`src/rtl/fetch_unit.sv`:
```
// Instruction fetch front end for the RV32I core.
// Owns the PC, issues word requests over a req/gnt/rvalid interface with at
// most one request in flight, and buffers returned words in a 2-entry
// in-order buffer (output register + pending register) behind a valid/ready
// handshake. Redirects arrive with an accepted instruction via PC_sel.
//
// Ports:
//   clk, reset                   clock, asynchronous active-high reset
//   imem_req/addr/gnt            request channel (addr held until gnt)
//   imem_rvalid/rdata            in-order response channel
//   instr_valid/ready            instruction handshake
//   instr, instr_pc              current instruction word and its address
//   opcode, funct3, funct7b5     decode fields sliced from instr
//   PC_sel, pc_target            redirect request and target, used on accept
//   misaligned_err               sticky flag for a non-word-aligned redirect
module fetch_unit #(
    parameter int unsigned        XLEN     = 32,
    parameter logic [XLEN-1:0]    RESET_PC = '0
) (
    input  logic            clk,
    input  logic            reset,
    output logic            imem_req,
    output logic [XLEN-1:0] imem_addr,
    input  logic            imem_gnt,
    input  logic            imem_rvalid,
    input  logic [XLEN-1:0] imem_rdata,
    output logic            instr_valid,
    input  logic            instr_ready,
    output logic [XLEN-1:0] instr,
    output logic [XLEN-1:0] instr_pc,
    output logic [6:0]      opcode,
    output logic [2:0]      funct3,
    output logic            funct7b5,
    input  logic            PC_sel,
    input  logic [XLEN-1:0] pc_target,
    output logic            misaligned_err
);

    logic [XLEN-1:0] fetch_pc_q, fetch_pc_d;
    logic            out_valid_q, out_valid_d;
    logic [XLEN-1:0] out_word_q, out_word_d;
    logic [XLEN-1:0] out_pc_q, out_pc_d;
    logic            pend_valid_q, pend_valid_d;
    logic [XLEN-1:0] pend_word_q, pend_word_d;
    logic [XLEN-1:0] pend_pc_q, pend_pc_d;
    logic            outstanding_q, outstanding_d;
    logic [XLEN-1:0] rsp_pc_q, rsp_pc_d;
    logic            discard_q, discard_d;
    logic            hold_q, hold_d;
    logic [XLEN-1:0] hold_addr_q, hold_addr_d;
    logic            hold_stale_q, hold_stale_d;
    logic            misaligned_q, misaligned_d;

    logic            accept_c;
    logic            redirect_c;
    logic            grant_c;
    logic            rsp_c;
    logic            rsp_keep_c;
    logic [1:0]      occ_after_c;
    logic [1:0]      owed_c;
    logic            can_issue_c;
    logic            req_c;
    logic [XLEN-1:0] req_addr_c;

    // Handshake decode and issue decision
    always_comb begin
        accept_c    = out_valid_q && instr_ready;
        redirect_c  = accept_c && PC_sel;
        rsp_c       = imem_rvalid && outstanding_q;
        // A response racing a redirect belongs to the old stream.
        rsp_keep_c  = rsp_c && !discard_q && !redirect_c && !misaligned_q;
        occ_after_c = 2'(out_valid_q) + 2'(pend_valid_q) - 2'(accept_c);
        // A returning word moves from "owed" to "buffered", so counting the
        // outstanding request before rvalid keeps room for it.
        owed_c      = occ_after_c + 2'(outstanding_q);
        // No fresh issue on a redirect cycle: fetch_pc still holds the old stream.
        can_issue_c = !misaligned_q && !redirect_c
                      && (!outstanding_q || imem_rvalid)
                      && (owed_c < 2'd2);
        req_c       = hold_q || can_issue_c;
        req_addr_c  = hold_q ? hold_addr_q : fetch_pc_q;
        grant_c     = req_c && imem_gnt;
    end

    assign imem_req  = req_c && !reset;
    assign imem_addr = reset ? '0 : req_addr_c;

    // Next-state logic
    always_comb begin
        fetch_pc_d    = fetch_pc_q;
        out_valid_d   = out_valid_q;
        out_word_d    = out_word_q;
        out_pc_d      = out_pc_q;
        pend_valid_d  = pend_valid_q;
        pend_word_d   = pend_word_q;
        pend_pc_d     = pend_pc_q;
        outstanding_d = outstanding_q;
        rsp_pc_d      = rsp_pc_q;
        discard_d     = discard_q;
        hold_d        = req_c && !imem_gnt;
        hold_addr_d   = req_addr_c;
        hold_stale_d  = req_c && !imem_gnt && (hold_stale_q || redirect_c);
        misaligned_d  = misaligned_q || (redirect_c && (pc_target[1:0] != 2'b00));

        // A stale held request must not advance the redirected fetch_pc.
        if (redirect_c) begin
            fetch_pc_d = pc_target;
        end else if (grant_c && !hold_stale_q) begin
            fetch_pc_d = fetch_pc_q + XLEN'(4);
        end

        if (grant_c) begin
            outstanding_d = 1'b1;
            rsp_pc_d      = req_addr_c;
            discard_d     = hold_stale_q || redirect_c;
        end else if (redirect_c && outstanding_q && !imem_rvalid) begin
            discard_d     = 1'b1;
        end else if (rsp_c) begin
            outstanding_d = 1'b0;
            discard_d     = 1'b0;
        end

        // 2-entry in-order buffer
        if (redirect_c) begin
            out_valid_d  = 1'b0;
            pend_valid_d = 1'b0;
        end else if (accept_c) begin
            if (pend_valid_q) begin
                out_valid_d  = 1'b1;
                out_word_d   = pend_word_q;
                out_pc_d     = pend_pc_q;
                pend_valid_d = rsp_keep_c;
                pend_word_d  = imem_rdata;
                pend_pc_d    = rsp_pc_q;
            end else begin
                out_valid_d  = rsp_keep_c;
                out_word_d   = imem_rdata;
                out_pc_d     = rsp_pc_q;
            end
        end else if (!out_valid_q) begin
            out_valid_d = rsp_keep_c;
            out_word_d  = imem_rdata;
            out_pc_d    = rsp_pc_q;
        end else if (rsp_keep_c) begin
            pend_valid_d = 1'b1;
            pend_word_d  = imem_rdata;
            pend_pc_d    = rsp_pc_q;
        end
    end

    // State registers
    always_ff @(posedge clk or posedge reset) begin
        if (reset) begin
            fetch_pc_q    <= RESET_PC;
            out_valid_q   <= 1'b0;
            out_word_q    <= '0;
            out_pc_q      <= '0;
            pend_valid_q  <= 1'b0;
            pend_word_q   <= '0;
            pend_pc_q     <= '0;
            outstanding_q <= 1'b0;
            rsp_pc_q      <= '0;
            discard_q     <= 1'b0;
            hold_q        <= 1'b0;
            hold_addr_q   <= '0;
            hold_stale_q  <= 1'b0;
            misaligned_q  <= 1'b0;
        end else begin
            fetch_pc_q    <= fetch_pc_d;
            out_valid_q   <= out_valid_d;
            out_word_q    <= out_word_d;
            out_pc_q      <= out_pc_d;
            pend_valid_q  <= pend_valid_d;
            pend_word_q   <= pend_word_d;
            pend_pc_q     <= pend_pc_d;
            outstanding_q <= outstanding_d;
            rsp_pc_q      <= rsp_pc_d;
            discard_q     <= discard_d;
            hold_q        <= hold_d;
            hold_addr_q   <= hold_addr_d;
            hold_stale_q  <= hold_stale_d;
            misaligned_q  <= misaligned_d;
        end
    end

    assign instr_valid    = out_valid_q;
    assign instr          = out_word_q;
    assign instr_pc       = out_pc_q;
    assign misaligned_err = misaligned_q;
    assign opcode         = out_word_q[6:0];
    assign funct3         = out_word_q[14:12];
    assign funct7b5       = out_word_q[30];

endmodule

```
`config.mk`:
```
export PLATFORM = sky130hd
export DESIGN_NAME = fetch_unit
export DESIGN_NICKNAME = d
export VERILOG_FILES = /design/src/rtl/fetch_unit.sv
export SDC_FILE = /design/constraint.sdc
export NUM_CORES = 1
export LEC_CHECK = 0
export CAP_MARGIN = 20
export CORE_MARGIN = 2
export CORE_UTILIZATION = 53
export DETAILED_ROUTE_END_ITERATION = 16
export PLACE_DENSITY = 0.9
export REMOVE_ABC_BUFFERS = 1
export SLEW_MARGIN = 25
export SYNTH_ARGS = -nofsm -noshare
export SYNTH_HDL_FRONTEND = slang
export SYNTH_SLANG_ARGS = --single-unit
```
`constraint.sdc`:
```
create_clock -name clk -period 9.1 [get_ports clk]
set_clock_uncertainty 0.1 [all_clocks]
set_input_delay 0.91 -clock clk [delete_from_list [all_inputs] [get_ports clk]]
set_output_delay 0.91 -clock clk [all_outputs]
set_load 0.02 [all_outputs]
```
**Run 1: signal wires on met3**

Drawn at 3 px/um. Cells faint in the background.
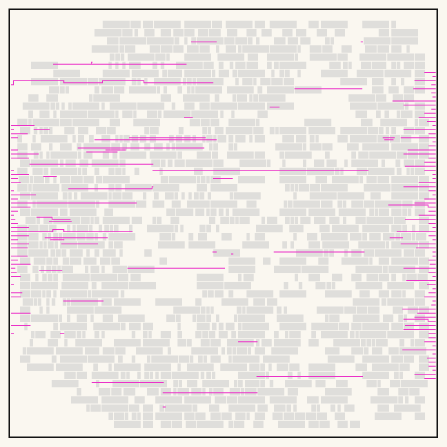
The wires run mostly horizontal. 136 nets have wire on it.
GRT met3 Usage: 3.73%
via count: 7050
Detailed Route WL: 21.6 mm

**Run 1: signal wires on met1**

Drawn at 2 px/um. Supply wires on this layer in grey.
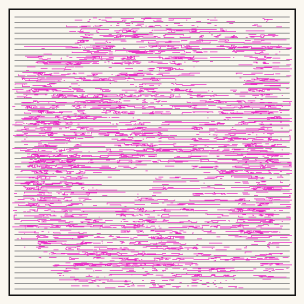
The layer carries 9730 um of wire. 1016 nets have wire on it. The layer holds 45% of the routed length. The longest straight run is 48.3 um. The wires run mostly horizontal.
met1 Use GR: 29.4%

**Run 1: clock distribution**

Drawn at 3 px/um.
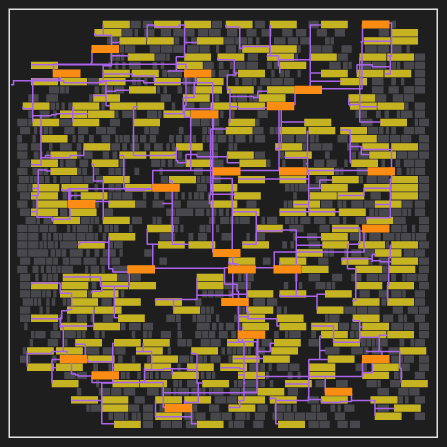
Key: flip-flops = yellow [count 231]; clock wires = purple [length 2680 um]; cells driving clock nets = orange [count 24]
There are 25 routed clock nets. Position of the flops: all over the die.

==> impl_metrics.py, run 1 <==
# Synthesis and PnR figures
metrics = {
    "hold_path": {
        "hold_depth": 2,
        "worst_hold_path_type": "reg2reg",
    },
    "layout": {
        "finalInstanceArea_sq_um": 12700,
        "layoutNonFillerInstCount": 1323,
        "syn2layout_area_growth_pct": 25.9,
        "final_nets": 1144,
    },
    "timing": {
        "slew_viol_final": 0,
        "fin_crit_ps": 4750,
        "hold-worst-slack_ps": 374,
        "worst_pin_slew_ps": 989,
        "max_freq_mhz": 211,
    },
    "critical_path": {
        "critPathMaxFanout": 8,
        "reg2reg_to": "fetch_pc_q[30]$_DFFE_PP0P_",
        "critical_path_class": "in2out",
        "cpMaxStageDelayCell": "clkdlybuf4s50_1",
        "endpoint_kind": "output pin",
        "critPathRequiredTime_ps": 8090,
    },
    "pwr": {
        "power.density_nw_per_um2": 164,
        "seqPwrFrac_pct": 49.6,
        "power_frac_comb_pct": 4.7,
        "switching_share_pct": 21.1,
    },
    "placed_design": {
        "routabilityCongestion": 0.812,
        "place_hpwl_mm": 13.9,
    },
    "cts": {
        "numCtsBuffers": 24,
        "cts_tree": "yes",
        "cts.sinks": 231,
        "clock_latency_ps": 500,
        "h-tree-depth": 1,
    },
    "drt": {
        "vias_per_cell": 5.33,
        "first_pass_iters": 4,
    },
    "run_status": {
        "status": "finished clean",
    },
    "synth": {
        "ys_area_sq_um": 10100,
        "yosysMostFrequentCell": "dfrtp_1",
        "synth_warnings": 0,
        "synthCells": 923,
        "yosysTopAreaCell": "dfrtp_1",
    },
    "floorplanning": {
        "placement_rows": 50,
        "io_pins": 180,
        "core_region_area_sq_um": 18700,
        "fp_util_pct": 54.1,
        "die_h_um": 142,
    },
    "global_route": {
        "grt_max_degree": 129,
        "grt_pass1_vias": 7210,
        "grt.total_usage_pct": 21.8,
    },
    "job": {
        "cap_violations": 0,
    },
}
run 1: registers in the layout, indices dropped and copies added (netlist names), 32 cells and up:
name and count:
pend_pc_q 32, instr_pc 32, pend_word_q 32, fetch_pc_q 32, instr 32, hold_addr_q 32, rsp_pc_q 32
run 1: cells in the final DEF, fill, tap and decap left out, types with 4 or more instances in the layout:
cell type        count
clkinv_2             4
nand4_1             10
nor2_2               5
clkbuf_16           25
o21ai_0            107
xnor2_1             16
clkbuf_8             8
and3_1               6
mux2_2              64
a21oi_1             11
nor2_1              52
nor3_1               5
nand3_1             13
dfrtp_1            230
xor2_1              12
clkbuf_1             6
nand2_1            139
inv_1               42
buf_4                5
mux2i_1             97
o21ai_1             16
clkdlybuf4s50_1    178
run 1: per-stage QoR:
stage / power, uW / setup slack [ps] / utilization, %
2_1_floorplan: 1090 / 1340 / -
3_3_place_gp: 1160 / 4430 / 63.9
3_5_place_dp: 1160 / 4380 / 63.9
4_1_cts: 2120 / 4360 / 68.1
5_1_grt: 2170 / 4220 / 68.2
6_report: 2090 / 4350 / 68.2
run 1: worst max-delay path, delay by kind of cell:
| family | cells | cell delay (ps) |
|---|---|---|
| AND/OR/NAND/NOR | 2 | 390 |
| buffers and inverters | 3 | 1220 |
| XOR/XNOR | 1 | 120 |
| AND-OR/OR-AND | 2 | 500 |
| adder cells (fa/ha/maj) | 2 | 600 |
run 1: power by group through the flow:
stage,clock (uW),sequential (uW),combinational (uW)
floorplan,0,1070,22.3
global placement,0,1060,98.8
detailed placement,0,1060,101
CTS,980,1040,101
global route,1030,1040,108
finish,956,1040,99.1
run 1: cell families after synthesis:
group	synth area share (%)
mux	16.7
compound gates	7.56
flops	57.1
buf+inv	4.87
xor+xnor	2.42
fa+ha+maj	0.371
simple gates	11.0
run 1: area by class of cell:
class	instances	area [sq um]
repair buffers	185	1840
clock inverters	5	31.3
multi-input cells	586	3880
inverters	43	169
fillers	1397	5960
flip-flops and latches	231	5780
clock buffers	39	758
well taps	234	293
run 1: routing by layer:
metal  GRT usage, %  wire, um  vias to the layer above  share of wire (%)
li1               -         -                     3395                  -
met5              0         0                        -                  0
met3           3.73      1260                       19                5.8
met1           29.4      9730                     3448                 45
met2           37.5     10400                      188                 48
met4           4.16       192                        0               0.89
run 1: worst max-delay path by stage:
stage | from | endpoint | slack (ps) | cells past startpoint
floorplan | PC_sel | instr[0]$_DFFE_PP0P_ | 1340 | 3
global placement | instr_ready | imem_req | 4430 | 10
detailed placement | instr_ready | imem_req | 4380 | 10
CTS | instr_ready | imem_req | 4360 | 10
global route | instr_ready | imem_req | 4220 | 10
finish | instr_ready | imem_req | 4350 | 10
**Run 1: clock wiring as the flow saved it**

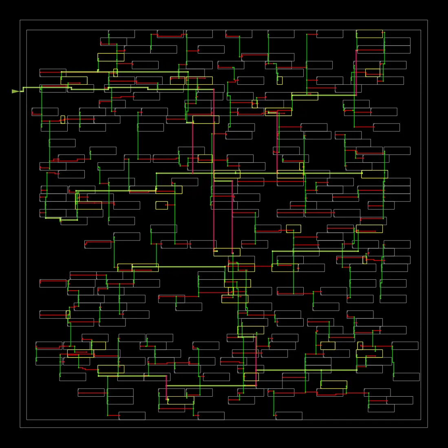

==> inputs of run 2 (changes only) <==
- clock period: 9.1 -> 4.9 ns (I/O delays scaled with it)
**Run 2: clock wiring as the flow saved it**

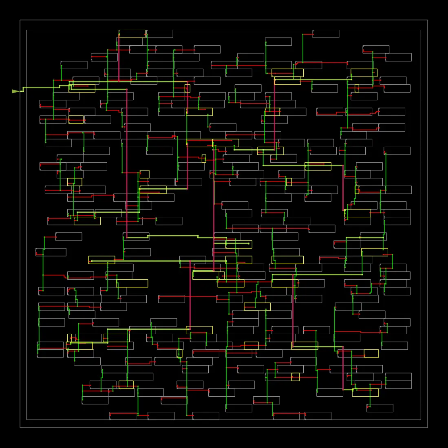
clkbuf count: 35
clk pwr: 1910 uW

**Run 2: signal wires on met3**

Drawn at 3 px/um. Cells faint in the background.
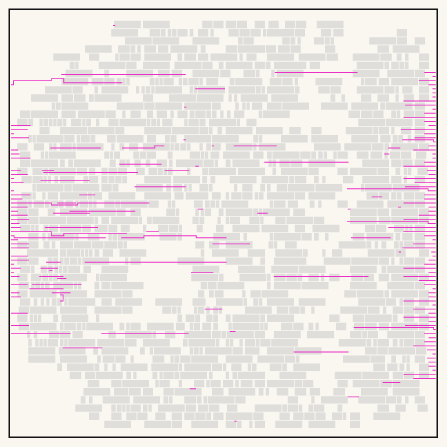
147 nets have wire on it. The wires run mostly horizontal. The layer carries 1370 um of wire. The layer holds 6.3% of the routed length.

==> impl_metrics.py, run 2 <==
# Synthesis and PnR figures
metrics = {
    "run_status": {
        "status": "finished clean",
    },
    "floorplanning": {
        "core_region_area_sq_um": 18700,
        "die_h_um": 142,
        "io_pins": 180,
    },
    "timing": {
        "setup_ws_ps": 786,
        "hold-worst-slack_ps": 374,
        "fin_crit_ps": 4110,
    },
    "job": {
        "cap_violations": 0,
    },
    "pwr": {
        "seqPwrFrac_pct": 47.9,
        "power.density_nw_per_um2": 313,
    },
    "critical_path": {
        "endpoint_kind": "output pin",
        "critPathRequiredTime_ps": 4310,
    },
    "placed_design": {
        "place_ws_ps": 877,
    },
    "global_route": {
        "grt_max_degree": 164,
    },
    "layout": {
        "final_cell_mix": "230 x dfrtp_1, 178 x clkdlybuf4s50_1, 139 x nand2_1, 107 x o21ai_0, 97 x mux2i_1",
    },
    "synth": {
        "synth_warnings": 0,
        "ys_sh_xor_pct": 2.42,
    },
    "cts": {
        "cts_tree": "yes",
        "h-tree-depth": 1,
    },
    "drt": {
        "first_pass_iters": 4,
    },
}
**Run 2: clock distribution**

Drawn at 3 px/um.
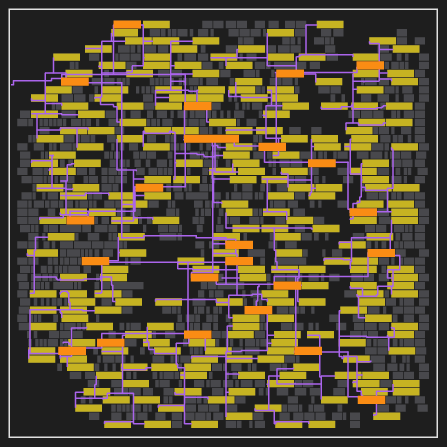
Key: flip-flops = yellow [count 231]; cells driving clock nets = orange [count 24]; clock wires = purple [length 2640 um]
There are 25 routed clock nets.
Late-Pin Clk Latency: 510 ps
Clock power frac: 47.5%

## run 2: cell counts after synthesis
Identical to the previous run, type by type.
## run 2: per-layer routing
| metal | vias to the layer above | global-route usage [%] | share of wire, % | routed length [um] |
|---|---|---|---|---|
| li1 | 3406 | - | - | - |
| met1 | 3510 | 30.3 | 44 | 9550 |
| met2 | 217 | 36.8 | 49 | 10600 |
| met3 | 27 | 3.90 | 6.3 | 1370 |
| met4 | 2 | 5.63 | 1.3 | 287 |
| met5 | - | 0 | 0.060 | 13 |
## run 2: worst paths after layout
check,from,to,slack (ps),depth (start not counted)
setup / recovery,instr_ready,imem_req,790,10
setup reg to reg,instr_valid$_DFF_PP0_,fetch_pc_q[30]$_DFFE_PP0P_,1400,10
hold / removal,instr_pc[12]$_DFFE_PP0P_,instr_pc[12]$_DFFE_PP0P_,370,2
max in group asynchronous,reset,rsp_pc_q[9]$_DFFE_PP0P_,3370,3
min in group asynchronous,reset,fetch_pc_q[10]$_DFFE_PP0P_,460,2
hold reg to reg,instr_pc[12]$_DFFE_PP0P_,instr_pc[12]$_DFFE_PP0P_,370,2
## run 2: worst max-delay path, cell delays in order
cell and delay, ps:
clkdlybuf4s50_1 640, and2_0 360, ha_1 310, inv_1 70, ha_1 250, a21oi_4 150, xnor2_1 140, a211o_1 380
nor2_1 110, clkdlybuf4s50_1 620
## run 2: kinds of logic (layout without fill, tap and decap cells)
group,Yosys count,count (layout)
simple gates,250,250
buf+inv,106,275
fa+ha+maj,3,3
compound gates,144,144
mux,161,161
xor+xnor,28,28
flops,231,231
## run 2: area by class of cell
type | count | area (sq um) | area share, %
flip-flops and latches | 231 | 5780 | 45.0
multi-input cells | 586 | 3890 | 30.3
repair buffers | 188 | 1850 | 14.4
clock inverters | 9 | 126 | 0.984
well taps | 234 | 293 | 2.28
clock buffers | 35 | 723 | 5.63
inverters | 43 | 174 | 1.35
## run 2: power by group through the flow
stage	Clock [uW]	Sequential [uW]	Combinational [uW]
after global routing	2030	1930	202
final	1910	1930	185
after detailed placement	0	1960	187
after floorplan	0	1990	41.4
after global placement	0	1960	184
after CTS	1950	1930	188
## run 2: metrics by stage
step           total power, uW  cell area (sq um)  TNS [ps]
2_1_floorplan             2030               9790   -633440
5_1_grt                   4160              12800         0
4_1_cts                   4070              12800         0
3_3_place_gp              2150              12000         0
6_report                  4020              12800         0
3_5_place_dp              2150              12000         0
Power figures rest on the tool's default switching activity, not on a simulated workload.
